==> config.mk <==
export PLATFORM = sky130hd
export DESIGN_NAME = int_ctrl
export DESIGN_NICKNAME = d
export VERILOG_FILES = /design/src/rtl/int_ctrl_pkg.sv /design/src/rtl/int_ctrl_sync_edge.sv /design/src/rtl/int_ctrl.sv
export SDC_FILE = /design/constraint.sdc
export NUM_CORES = 1
export LEC_CHECK = 0
export ABC_AREA = 1
export CORE_UTILIZATION = 38
export DETAILED_ROUTE_END_ITERATION = 8
export PLACE_DENSITY = 0.79
export SYNTH_ARGS = -nofsm -noshare
export SYNTH_HDL_FRONTEND = slang
export SYNTH_HIERARCHICAL = 1
export SYNTH_SLANG_ARGS = --single-unit
export TNS_END_PERCENT = 1
==> constraint.sdc <==
create_clock -name i_clk -period 1.95 [get_ports i_clk]
set_input_delay 0.2925 -clock i_clk [delete_from_list [all_inputs] [get_ports i_clk]]
set_output_delay 0.2925 -clock i_clk [all_outputs]
set_load 0.1 [all_outputs]
==> src/rtl/int_ctrl_pkg.sv <==
// Shared core definitions for the interrupt/exception controller:
// FSM state encoding, MIPS ExcCode values and the cause priority encoder.
package int_ctrl_pkg;

    typedef enum logic [1:0] {
        ST_IDLE    = 2'd0,
        ST_REQ     = 2'd1,
        ST_SERVICE = 2'd2
    } state_e;

    localparam logic [4:0] EXC_INT = 5'd0;
    localparam logic [4:0] EXC_RI  = 5'd10;
    localparam logic [4:0] EXC_OV  = 5'd12;

    // Reserved instruction beats overflow, which beats the external interrupt.
    function automatic logic [4:0] sel_cause(input logic ri, input logic ovf);
        if (ri)
            return EXC_RI;
        else if (ovf)
            return EXC_OV;
        else
            return EXC_INT;
    endfunction

endpackage

==> src/rtl/int_ctrl_sync_edge.sv <==
// Multi-flop synchronizer for an asynchronous line followed by a delay flop
// and an edge detector producing a single-cycle event pulse.
module sync_edge #(
    parameter int SYNC_STAGES = 2,
    parameter bit BOTH_EDGES  = 1'b1
) (
    input  logic i_clk,
    input  logic i_arst_n,
    input  logic i_async,
    output logic o_event
);

    logic [SYNC_STAGES-1:0] sync_reg;
    logic                   delay_reg;
    logic                   sync_out;

    assign sync_out = sync_reg[SYNC_STAGES-1];

    // Shift the raw line through the synchronizer chain; delay flop trails the last stage.
    always_ff @(posedge i_clk or negedge i_arst_n) begin
        if (!i_arst_n) begin
            sync_reg  <= '0;
            delay_reg <= 1'b0;
        end else begin
            sync_reg  <= {sync_reg[SYNC_STAGES-2:0], i_async};
            delay_reg <= sync_out;
        end
    end

    generate
        if (BOTH_EDGES) begin : g_both
            assign o_event = sync_out ^ delay_reg;
        end else begin : g_rise
            assign o_event = sync_out & ~delay_reg;
        end
    endgenerate

endmodule

==> src/rtl/int_ctrl.sv <==
// Interrupt/exception controller: synchronizes an external interrupt,
// arbitrates it against synchronous exceptions and hands a single request
// to the pipeline, tracking the service window until the return.
module int_ctrl
    import int_ctrl_pkg::*;
#(
    parameter int          SYNC_STAGES  = 2,
    parameter bit          BOTH_EDGES   = 1'b1,
    parameter logic [31:0] HANDLER_ADDR = 32'h0000_0100
) (
    input  logic        i_clk,
    input  logic        i_arst_n,
    input  logic        i_ext_int,
    input  logic        i_ovf,
    input  logic        i_ri,
    input  logic [31:0] i_pc_ex,
    input  logic        i_ie_we,
    input  logic        i_ie_wdata,
    input  logic        i_ack,
    input  logic        i_eret,
    output logic        o_exc_req,
    output logic [4:0]  o_cause,
    output logic [31:0] o_epc,
    output logic [31:0] o_handler_pc,
    output logic        o_ie,
    output logic        o_pending,
    output logic        o_dbl_fault
);

    state_e      state_reg;
    logic        pending_reg;
    logic        ie_reg;
    logic        saved_ie_reg;
    logic [4:0]  cause_reg;
    logic [31:0] epc_reg;
    logic        dbl_fault_reg;
    logic        ext_event;
    logic        take_exc;
    logic        clear_pending;

    sync_edge #(
        .SYNC_STAGES (SYNC_STAGES),
        .BOTH_EDGES  (BOTH_EDGES)
    ) u_sync_edge (
        .i_clk    (i_clk),
        .i_arst_n (i_arst_n),
        .i_async  (i_ext_int),
        .o_event  (ext_event)
    );

    assign take_exc      = i_ri | i_ovf | (pending_reg & ie_reg);
    assign clear_pending = (state_reg == ST_REQ) && i_ack && (cause_reg == EXC_INT);

    // Pending flag: a new event always wins over the acknowledge that clears it.
    always_ff @(posedge i_clk or negedge i_arst_n) begin
        if (!i_arst_n)
            pending_reg <= 1'b0;
        else if (ext_event)
            pending_reg <= 1'b1;
        else if (clear_pending)
            pending_reg <= 1'b0;
    end

    // Request/service FSM with IE handling, cause/EPC capture and nested-fault tracking.
    always_ff @(posedge i_clk or negedge i_arst_n) begin
        if (!i_arst_n) begin
            state_reg     <= ST_IDLE;
            ie_reg        <= 1'b1;
            saved_ie_reg  <= 1'b1;
            cause_reg     <= EXC_INT;
            epc_reg       <= 32'h0;
            dbl_fault_reg <= 1'b0;
        end else begin
            case (state_reg)
                ST_IDLE: begin
                    if (i_ie_we)
                        ie_reg <= i_ie_wdata;
                    if (take_exc) begin
                        state_reg <= ST_REQ;
                        cause_reg <= sel_cause(i_ri, i_ovf);
                        epc_reg   <= i_pc_ex;
                    end
                end
                ST_REQ: begin
                    if (i_ack) begin
                        state_reg    <= ST_SERVICE;
                        saved_ie_reg <= ie_reg;
                        ie_reg       <= 1'b0;
                    end
                end
                ST_SERVICE: begin
                    if (i_ri | i_ovf)
                        dbl_fault_reg <= 1'b1;
                    if (i_eret) begin
                        state_reg <= ST_IDLE;
                        ie_reg    <= saved_ie_reg;
                    end
                end
                default: state_reg <= ST_IDLE;
            endcase
        end
    end

    assign o_exc_req    = (state_reg == ST_REQ);
    assign o_cause      = cause_reg;
    assign o_epc        = epc_reg;
    assign o_handler_pc = HANDLER_ADDR;
    assign o_ie         = ie_reg;
    assign o_pending    = pending_reg;
    assign o_dbl_fault  = dbl_fault_reg;

endmodule

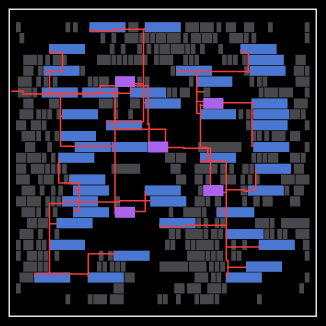
(clock network drawn from the DEF)
(4 px per µm)
red -> clock wires  # length 522 µm
purple -> clock drivers  # count 5
blue -> flip-flops  # count 44
flops lie = all over the die
routed clock nets = 6

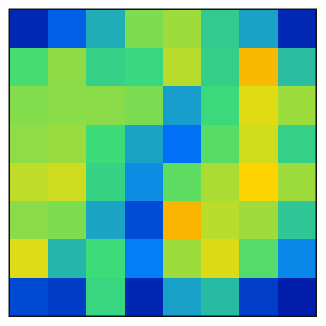
(placement density heat map)
(4 px per µm) 8 x 8 tiles, from dark blue (low) to red (high), 0 to 100% covered.
fullest tile = 80%
tiles over 75% full = 4.7%
mean over tiles = 48%
final core occ: 0.5512
Core Region: 0.005205 mm²
Pre-Place Util: 0.4041

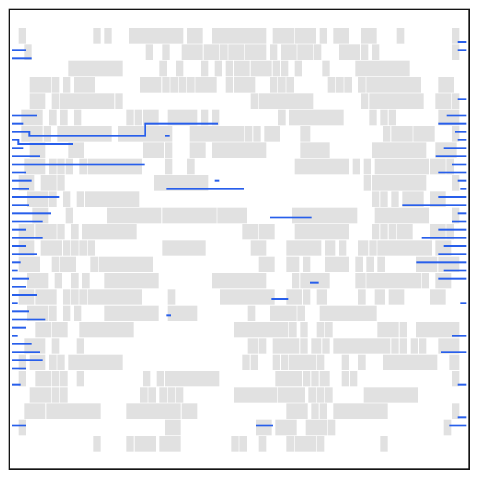
(metal 3)
(6 px per µm)
longest straight run = 21.8 µm
share of all routed wire = 6.9%
wire length on this layer = 287 µm

==> flow_summary.json <==
{
  "status": "finished, final reports clean",
  "wl_met3_um": 287,
  "insertion_delay_ns": 0.29,
  "fp-row-count": 26,
  "path_cells": "inv_1 > ha_1 > buf_12",
  "cp.depth": 3,
  "finalSetupViolCount": 0,
  "ios": 114,
  "largest_class": "sequential cells",
  "tightest_slew_ns": 0.5595,
  "slowest_stage": "dfrtp_1",
  "nMultiInputCombCells": 178,
  "ctsResizeCount": 0,
  "avgSynthCellArea_um2": 8.691,
  "max_stage_delay_ns": 0.41,
  "dieHeight_um": 76.40,
  "synthTopCellsByCount": "123 x nand2_1, 42 x dfrtp_1, 34 x buf_4",
  "nonClkBufAreaFrac": 0.2695,
  "dpl_cell_area_mm2": 0.002751,
  "largest_reg_flops": 32,
  "cts_tree": "done",
  "final_max_slew_viol_count": 0,
  "ys_ff": 44,
  "comb_share": 0.2621,
  "synthTopLogicFamily": "simple AND/OR/NAND/NOR gates",
  "fin_nets": 372,
  "synthCells": 242,
  "met2_usage": 0.2532,
  "muxShareOfSynthArea": 0,
  "antenna_found_initial": 0,
  "syn-cell-area_mm2": 0.002103,
  "fill_cells": 489,
  "routed_wl_um": 4199,
  "n_all_inverters": 12,
  "layout-drive-gt1-share": 0.1774,
  "gp_congestion": 0.7288,
  "syn2layout_area_growth_pct": 36.41,
  "drtIter0Drc": 50,
  "use_met3": 0.04311,
  "dp_hpwl_um": 3223,
  "cts_buffers": 5,
  "crit_end": "o_exc_req",
  "grt-ovfl-total": 0,
  "ys_cells": 242,
  "relSlewSlack": 0.6270,
  "flop_cell": "dfrtp_1",
  "final_cells": 397,
  "min_path_cells": 0,
  "dp_slack_ns": 0.3771,
  "finalCritPeriodShare": 0.8121,
  "wl_met2_um": 2012,
  "synth-async-reset-ratio": 1.000,
  "top_area_cell": "dfrtp_1",
  "reg2reg_depth": 7,
  "xor_area_frac": 0,
  "ant_nets": 0,
  "rr_startpoint": "state_reg[0]$_DFFE_PN0P_",
  "h-tree-depth": 2,
  "grt_pass1_vias": 1458,
  "holdPathEnd": "u_sync_edge/sync_reg[1]$_DFF_PN0_",
  "adder_share": 0.02974,
  "buffers": 85,
  "antenna_cells": 0,
  "comb_area_um2": 752.0,
  "startpoint": "state_reg[1]$_DFFE_PN0P_",
  "dp_cells": 388,
  "grt_util_all_layers": 0.1521,
  "end_kind": "output port",
  "synth_top_area_share": 0.4997,
  "hold_slack_ns": 0.3549,
  "wl_per_cell_um": 10.58,
  "flop_area_mm2": 0.001104,
  "synth_cell_types": 17,
  "sh_seq_area": 0.3846,
  "tool_warnings": 30,
  "fmax_ghz": 0.6315,
  "hold_path.class": "reg -> reg",
  "cts-hold-fix-buffers": 1,
  "clkSinkCount": 44,
  "ys_area_mm2": 0.002103,
  "layout_setup_ws_ns": 0.3664,
  "yosysWarnings": 6,
  "critPathMaxFanout": 4,
  "top_layer": "met4",
  "cts_setup_buffers": 0,
  "topCellsByArea": "dfrtp_1 50%, nand2_1 22%, buf_4 12%",
  "grt_util_met1": 0.1844,
  "fin_worst_skew_ns": 0.007199,
  "layout_top_cells": "123 x nand2_1, 42 x dfrtp_1, 41 x buf_4",
  "ys_seq_frac": 0.5247,
  "avgViaCountPerCell": 4.055,
  "grt_max_degree": 25,
  "critical-path-top-delay-family": "flip-flops",
  "synth-edff-count": 0,
  "io_buffers": 79,
  "timing_hold_violations_final": 0,
  "clk_share": 0.03751,
  "root_buffer": "clkbuf_8",
  "cp.arrival_ns": 1.29,
  "rsz0062_at_grt": "false",
  "die-area_mm2": 0.005836,
  "final_area_mm2": 0.002869,
  "clkbuf_count": 6,
  "vias": 1610,
  "path_buffers": 2,
  "first_pass_iters": 4,
  "route.detailed.drc": 0,
  "routedLengthMet1_um": 1827,
  "n_tap_cell": 70,
  "cp-start-kind": "flop",
  "clk_pin_slew_ns": 0.08,
  "crit_type": "reg -> out",
  "min_from": "u_sync_edge/sync_reg[0]$_DFF_PN0_"
}
